==> run_1/registers.png <==
Other sequential cells in the stronger gray, the rest of the logic in the fainter gray.
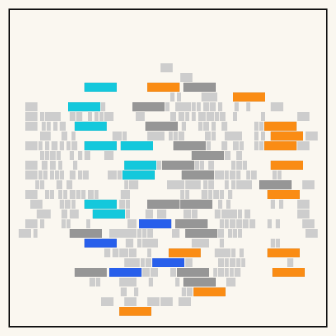
==> run_1/cell_classes.png <==
Bar = 20 um.
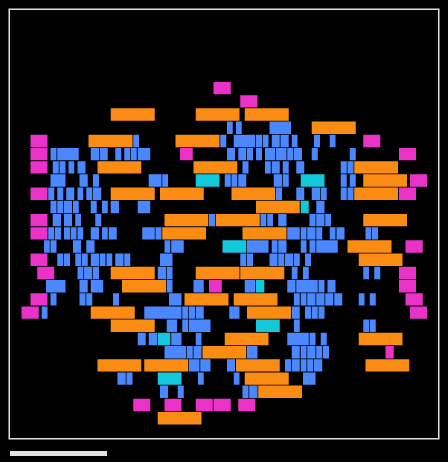
==> run_1/final_congestion.png <==
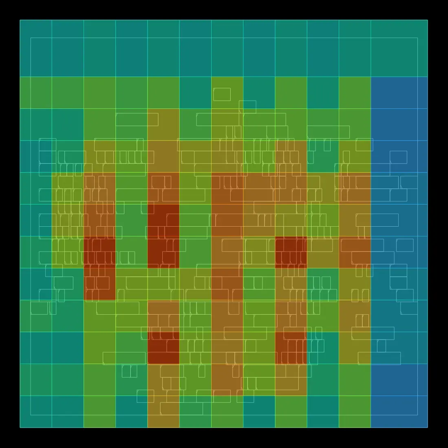
--- src/rtl/resultado_bcd_pkg.sv ---
// Shared definitions for the result-to-BCD decoder: FSM states and the
// constants used by the double-dabble add-3 correction.
package resultado_bcd_pkg;

   typedef enum logic {
      IDLE = 1'b0,
      CONV = 1'b1
   } state_t;

   localparam int BCD_W = 4;

   localparam logic [BCD_W-1:0] ADD3_THRESH = 4'd5;
   localparam logic [BCD_W-1:0] ADD3_VAL    = 4'd3;

endpackage

--- src/rtl/bcd_add3.sv ---
// Double-dabble digit correction: a BCD digit of 5 or more gets +3 so that
// the following left shift carries correctly into the next decimal digit.
module bcd_add3
   import resultado_bcd_pkg::*;
(
   input  logic [BCD_W-1:0] din_i,
   output logic [BCD_W-1:0] dout_o
);

   // Conditional +3 on a single digit.
   always_comb begin
      dout_o = din_i;
      if (din_i >= ADD3_THRESH) begin
         dout_o = din_i + ADD3_VAL;
      end
   end

endmodule

--- src/rtl/resultado_bcd.sv ---
// Converts the add/subtract unit's {cout,result} into sign + BCD digits
// using a sequential double-dabble, one magnitude bit per clock.
module resultado_bcd
   import resultado_bcd_pkg::*;
#(
   parameter int WIDTH  = 8,
   parameter int DIGITS = 3
) (
   input  logic                    clk,
   input  logic                    rst_n,
   input  logic                    start,
   input  logic                    sel,
   input  logic [WIDTH-1:0]        result,
   input  logic                    cout,
   output logic                    busy,
   output logic                    done,
   output logic                    sign,
   output logic [BCD_W*DIGITS-1:0] digits
);

   localparam int CNT_W   = $clog2(WIDTH + 2);
   localparam int BCD_TOT = BCD_W * DIGITS;
   localparam logic [WIDTH:0] MAG_MOD = {1'b1, {WIDTH{1'b0}}};
   localparam logic [CNT_W-1:0] LAST_CNT = CNT_W'(WIDTH);

   state_t               state_q, state_d;
   logic [WIDTH:0]       mag_q, mag_d;
   logic [BCD_TOT-1:0]   bcd_q, bcd_d;
   logic [CNT_W-1:0]     cnt_q, cnt_d;
   logic                 signPend_q, signPend_d;
   logic                 sign_q, sign_d;
   logic                 done_q, done_d;
   logic [BCD_TOT-1:0]   digits_q, digits_d;

   logic [WIDTH:0]       magCapture;
   logic                 signCapture;
   logic [BCD_TOT-1:0]   bcdAdj;
   logic [BCD_TOT-1:0]   bcdShift;
   logic [WIDTH:0]       magShift;
   logic                 unusedBcdMsb;

   // One add-3 corrector per BCD digit, applied before every shift.
   genvar g;
   generate
      for (g = 0; g < DIGITS; g++) begin : gAdd3
         bcd_add3 uAdd3 (
            .din_i  (bcd_q[g*BCD_W +: BCD_W]),
            .dout_o (bcdAdj[g*BCD_W +: BCD_W])
         );
      end
   endgenerate

   // The {bcd,mag} pair shifts left as one register; the top BCD bit falls
   // off because the hundreds digit never reaches 8 for a 9-bit magnitude.
   assign bcdShift     = {bcdAdj[BCD_TOT-2:0], mag_q[WIDTH]};
   assign magShift     = {mag_q[WIDTH-1:0], 1'b0};
   assign unusedBcdMsb = bcdAdj[BCD_TOT-1];

   // Magnitude and sign of the incoming operation; a borrow on subtract
   // means the result is negative and its magnitude is 2^WIDTH - result.
   always_comb begin
      magCapture  = {cout, result};
      signCapture = 1'b0;
      if (sel) begin
         if (cout) begin
            magCapture = {1'b0, result};
         end else begin
            magCapture  = MAG_MOD - {1'b0, result};
            signCapture = 1'b1;
         end
      end
   end

   // Next-state logic: capture in IDLE, shift in CONV, publish on the last shift.
   always_comb begin
      state_d    = state_q;
      mag_d      = mag_q;
      bcd_d      = bcd_q;
      cnt_d      = cnt_q;
      signPend_d = signPend_q;
      sign_d     = sign_q;
      digits_d   = digits_q;
      done_d     = 1'b0;
      case (state_q)
         IDLE: begin
            if (start) begin
               mag_d      = magCapture;
               signPend_d = signCapture;
               bcd_d      = '0;
               cnt_d      = '0;
               state_d    = CONV;
            end
         end
         CONV: begin
            bcd_d = bcdShift;
            mag_d = magShift;
            cnt_d = cnt_q + 1'b1;
            if (cnt_q == LAST_CNT) begin
               digits_d = bcdShift;
               sign_d   = signPend_q;
               done_d   = 1'b1;
               state_d  = IDLE;
            end
         end
         default: begin
            state_d = IDLE;
         end
      endcase
   end

   // State and datapath registers; reset aborts any conversion immediately.
   always_ff @(posedge clk or negedge rst_n) begin
      if (!rst_n) begin
         state_q    <= IDLE;
         mag_q      <= '0;
         bcd_q      <= '0;
         cnt_q      <= '0;
         signPend_q <= 1'b0;
         sign_q     <= 1'b0;
         done_q     <= 1'b0;
         digits_q   <= '0;
      end else begin
         state_q    <= state_d;
         mag_q      <= mag_d;
         bcd_q      <= bcd_d;
         cnt_q      <= cnt_d;
         signPend_q <= signPend_d;
         sign_q     <= sign_d;
         done_q     <= done_d;
         digits_q   <= digits_d;
      end
   end

   assign busy   = (state_q == CONV);
   assign done   = done_q;
   assign sign   = sign_q;
   assign digits = digits_q;

endmodule

--- config.mk ---
export PLATFORM = sky130hd
export DESIGN_NAME = resultado_bcd
export DESIGN_NICKNAME = d
export VERILOG_FILES = /design/src/rtl/resultado_bcd_pkg.sv /design/src/rtl/bcd_add3.sv /design/src/rtl/resultado_bcd.sv
export SDC_FILE = /design/constraint.sdc
export NUM_CORES = 1
export LEC_CHECK = 0
export ABC_AREA = 1
export CORE_MARGIN = 2
export CORE_UTILIZATION = 30
export DETAILED_ROUTE_END_ITERATION = 10
export SLEW_MARGIN = 20
export SYNTH_ARGS = -nofsm -noshare
export SYNTH_HDL_FRONTEND = slang
export SYNTH_SLANG_ARGS = --single-unit
--- constraint.sdc ---
create_clock -name clk -period 2.5 [get_ports clk]
set_input_delay 0.5 -clock clk [delete_from_list [all_inputs] [get_ports clk]]
set_output_delay 0.5 -clock clk [all_outputs]
set_load 0.01 [all_outputs]
==> flow_metrics.py, run 1 <==
# Metrics from the implementation run
metrics = {
    "status": {
        "status": "complete, no violations",
    },
    "synthesis": {
        "edf_count": 0,
        "avgSynthCellArea_um2": 8.114,
        "adder_share": 0.05297,
        "syn_inst": 262,
        "yosys-top-cells-count": "nand2_1 (82), dfrtp_1 (41), nand3_1 (32)",
        "async_flop_share": 1.000,
        "muxShareOfSynthArea": 0,
        "synth.most_common_cell": "nand2_1",
    },
    "worst_setup_path": {
        "critPathMaxStageDelay_ns": 0.63,
        "r2r-start": "cnt_q[0]",
        "reg2reg_to": "digits[1]",
        "rr_worst_depth": 6,
        "critPathLaunchType": "register",
        "crit_end": "busy",
        "path_delay_family": "buffers and inverters",
        "r2r_slack_ns": 1.00,
    },
    "pwr": {
        "leakagePower_uw": 0.001282,
        "powerClk_uw": 426,
        "ir_worst_vdd_v": 0.0002654,
        "largestPowerGroup": "combinational logic",
        "combPwrFrac": 0.450,
    },
    "final_timing": {
        "whs_ns": 0.09865,
        "slew_violations": 0,
        "tns_ns": 0,
        "min_period_ns": 2.039,
        "hold_viol_final": 0,
        "rsz0062_at_grt": "no",
    },
    "placed_design": {
        "hpwl_um": 3112,
        "dp.cells": 380,
    },
    "die": {
        "die-area_um2": 7776,
        "boundaryPins": 28,
        "fp-utilization": 0.3112,
        "coreArea_um2": 6832,
    },
    "final_layout": {
        "clock_cell_area_share": 0.03374,
        "comb_cells": 179,
        "synthToLayoutAreaGrowth_pct": 20.36,
        "nNonClkBuffers": 29,
        "nonClkBufAreaFrac": 0.1095,
        "final_cell_count_no_fill": 388,
        "flop_area_um2": 1026,
    },
    "global_routing": {
        "grt_max_degree": 28,
        "overflow": 0,
        "top_usage_layer": "met2",
    },
    "detailed_routing": {
        "met1_length_um": 2119,
        "dr_wl_met3_um": 155,
        "vias": 1715,
    },
    "clock_tree": {
        "clk_latency_ns": 0.29,
        "cts_tree": "built",
    },
    "flow_run": {
        "tool_warnings": 30,
    },
}
About registers.png:
name in the netlist	color	flops
digits	orange	12
cnt_q	blue	4
mag_q	cyan	9
not colored	16

About cell_classes.png:
class	color	cells	share of their area
clock drivers and dummy loads	cyan	8	3.5%
other buffers and delay cells	magenta	29	11%
flip-flops	orange	41	42%
all other logic	blue	214	43%

About final_congestion.png:
drt wl/cell: 10.85 um
fin util: 0.3745

==> inputs of run 2 (changes only) <==
==> constraint.sdc (replaced) <==
create_clock -name clk -period 2 [get_ports clk]
set_input_delay 0.4 -clock clk [delete_from_list [all_inputs] [get_ports clk]]
set_output_delay 0.4 -clock clk [all_outputs]
set_load 0.01 [all_outputs]
==> run 2 against run 1 <==
Clock skew decreased by 0.00084 ns. Highest routed layer unchanged. Critical path depth unchanged. Largest power group unchanged. First-iteration DRC count decreased by 15%. Routed wire length increased by 1.8%. Critical endpoint unchanged.
==> flow_metrics.py, run 2 <==
# Metrics from the implementation run
metrics = {
    "status": {
        "status": "complete, no violations",
    },
    "worst_setup_path": {
        "path_delay_family": "buffers and inverters",
        "crit_end": "busy",
        "critPathLaunchType": "register",
        "rr_worst_depth": 5,
        "r2r_slack_ns": 0.33,
        "reg2reg_to": "digits[1]",
    },
    "synthesis": {
        "xor_share": 0.004120,
        "synth.most_common_cell": "nand2_1",
        "adder_share": 0.05297,
        "avgSynthCellArea_um2": 8.114,
        "async_flop_share": 1.000,
        "muxShareOfSynthArea": 0,
        "edf_count": 0,
        "syn_inst": 262,
        "yosys-top-cells-count": "nand2_1 (82), dfrtp_1 (41), nand3_1 (32)",
        "yosysChipArea_um2": 2126,
    },
    "final_timing": {
        "tns_ns": 0,
        "slew_violations": 0,
        "whs_ns": 0.1649,
        "hold_viol_final": 0,
        "setup_violations": 0,
        "min_period_ns": 1.907,
        "rsz0062_at_grt": "no",
    },
    "flow_run": {
        "tool_warnings": 30,
    },
    "detailed_routing": {
        "met1_length_um": 2186,
        "vias": 1722,
        "dr_wl_met3_um": 128,
        "route.detailed.wl_per_inst_um": 10.99,
    },
    "global_routing": {
        "met2_usage": 0.1846,
        "overflow": 0,
        "groute.usage.overall": 0.1199,
        "top_usage_layer": "met2",
        "grt_pass1_wl_um": 7272,
        "grt_max_degree": 42,
    },
    "placed_design": {
        "hpwl_um": 3119,
        "dp.cells": 382,
        "post_dp_cell_area_um2": 2487,
    },
    "final_layout": {
        "synthToLayoutAreaGrowth_pct": 22.43,
        "comb_cells": 179,
        "final_cell_count_no_fill": 390,
        "nNonClkBuffers": 31,
        "finish.utilization": 0.3810,
        "nonClkBufAreaFrac": 0.1135,
        "flops": 41,
        "flop_area_um2": 1026,
    },
    "pwr": {
        "powerClk_uw": 671,
        "ir_worst_vdd_v": 0.0003596,
        "largestPowerGroup": "combinational logic",
        "leakagePower_uw": 0.001301,
        "comb_power_uw": 1640,
    },
    "die": {
        "coreArea_um2": 6832,
        "die-area_um2": 7776,
        "boundaryPins": 28,
        "fp-utilization": 0.3112,
    },
    "clock_tree": {
        "cts_tree": "built",
        "clk_latency_ns": 0.29,
    },
}
==> run_2/cell_classes.png <==
Bar = 20 um.
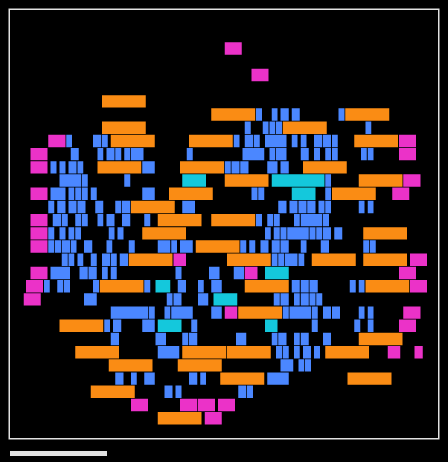
class	color	cells	share of their area
flip-flops	orange	41	41%
all other logic	blue	214	42%
other buffers and delay cells	magenta	31	12%
clock drivers and dummy loads	cyan	8	4.6%

==> inputs of run 3 (changes only) <==
--- a/config.mk
+++ b/config.mk
@@ -9,6 +9,7 @@
 export CORE_MARGIN = 2
 export CORE_UTILIZATION = 30
 export DETAILED_ROUTE_END_ITERATION = 10
+export SKIP_CTS_REPAIR_TIMING = 1
 export SLEW_MARGIN = 20
 export SYNTH_ARGS = -nofsm -noshare
 export SYNTH_HDL_FRONTEND = slang
==> run 3 against run 2 <==
Clock skew did not move. Sequential share of layout area did not move. Core utilization unchanged. Critical path type unchanged. Critical endpoint unchanged. Largest power group unchanged.
==> flow_metrics.py, run 3 <==
# Metrics from the implementation run
metrics = {
    "synthesis": {
        "flop_cell": "dfrtp_1",
        "adder_share": 0.05297,
        "yosysTopAreaCell": "dfrtp_1",
        "edf_count": 0,
        "avgSynthCellArea_um2": 8.114,
        "yosysChipArea_um2": 2126,
        "xor_share": 0.004120,
        "async_flop_share": 1.000,
        "yosys.area.top_type_share": 0.4826,
        "synth.most_common_cell": "nand2_1",
        "muxShareOfSynthArea": 0,
        "synth_seq_share": 0.4826,
        "netlist_top_cells_area": "dfrtp_1 (48%), nand2_1 (14%), nand3_1 (7.5%)",
        "syn_inst": 262,
        "yosys_cells": 262,
        "yosys-top-cells-count": "nand2_1 (82), dfrtp_1 (41), nand3_1 (32)",
    },
    "final_layout": {
        "clock_cell_area_share": 0.04423,
        "nonClkBufAreaFrac": 0.1135,
        "nets": 315,
        "synthToLayoutAreaGrowth_pct": 22.43,
        "flop_area_um2": 1026,
        "nNonClkBuffers": 31,
        "flops": 41,
        "nonClockInverterCount": 35,
        "largest_cell_class": "sequential cells",
        "comb_cells": 179,
        "final_cell_count_no_fill": 390,
    },
    "placed_design": {
        "hpwl_um": 3119,
        "io_buffers": 27,
        "dp.cells": 382,
        "post_dp_cell_area_um2": 2487,
    },
    "pwr": {
        "swShare": 0.3959,
        "comb_power_uw": 1640,
        "leakagePower_uw": 0.001301,
        "pwr-share-seq": 0.385,
        "ir_worst_vdd_v": 0.0003596,
        "p_int_uw": 2265,
        "combPwrFrac": 0.437,
        "powerClk_uw": 671,
        "largestPowerGroup": "combinational logic",
    },
    "detailed_routing": {
        "wl_met2_um": 1937,
        "drtIter0Drc": 87,
        "firstDrtPassIters": 5,
        "dr_wl_met3_um": 128,
        "route.detailed.wl_per_inst_um": 10.99,
        "met1_length_um": 2186,
        "postRouteAntennaNets": 0,
        "vias": 1722,
    },
    "final_timing": {
        "rsz0062_at_grt": "no",
        "setup_violations": 0,
        "tns_ns": 0,
        "slew_violations": 0,
        "min_period_ns": 1.907,
        "whs_ns": 0.1649,
        "hold_viol_final": 0,
        "period_used_share": 0.9533,
    },
    "worst_setup_path": {
        "critPathLaunchType": "register",
        "arrival_ns": 1.51,
        "cp-startpoint": "busy",
        "r2r_slack_ns": 0.33,
        "path_delay_family": "buffers and inverters",
        "critPathMaxStageDelay_ns": 0.62,
        "reg2reg_to": "digits[1]",
        "critPathBufInv": 1,
        "rr_worst_depth": 5,
        "r2r-start": "busy",
        "crit_end": "busy",
    },
    "clock_tree": {
        "clk_latency_ns": 0.29,
        "htree_num_levels": 2,
        "clock_sinks": 41,
        "cts_buffer_depth": 2,
        "cts_tree": "built",
    },
    "status": {
        "status": "complete, no violations",
    },
    "die": {
        "die-area_um2": 7776,
        "taps": 96,
        "coreArea_um2": 6832,
        "boundaryPins": 28,
        "fp-utilization": 0.3112,
    },
    "global_routing": {
        "grt_max_degree": 42,
        "overflow": 0,
        "grt_pass1_wl_um": 7272,
        "groute.usage.overall": 0.1199,
    },
    "flow_run": {
        "max_cap_viol_count": 0,
        "tool_warnings": 30,
    },
}
==> run_3/final_congestion.png <==
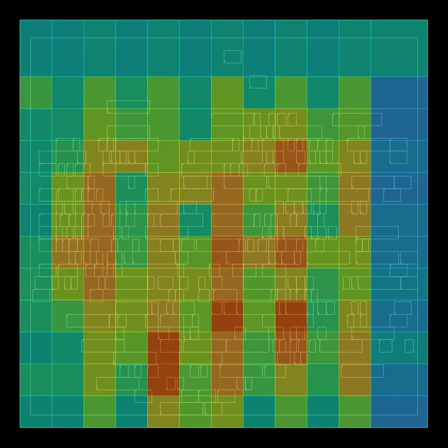
Most Crowded Layer GR: met2
fin util: 0.3810
met2 Use GR: 0.1846
M1 GR Usage: 0.1623
met3 usage: 0.03393

Power figures rest on the tool's default switching activity, not on a simulated workload.
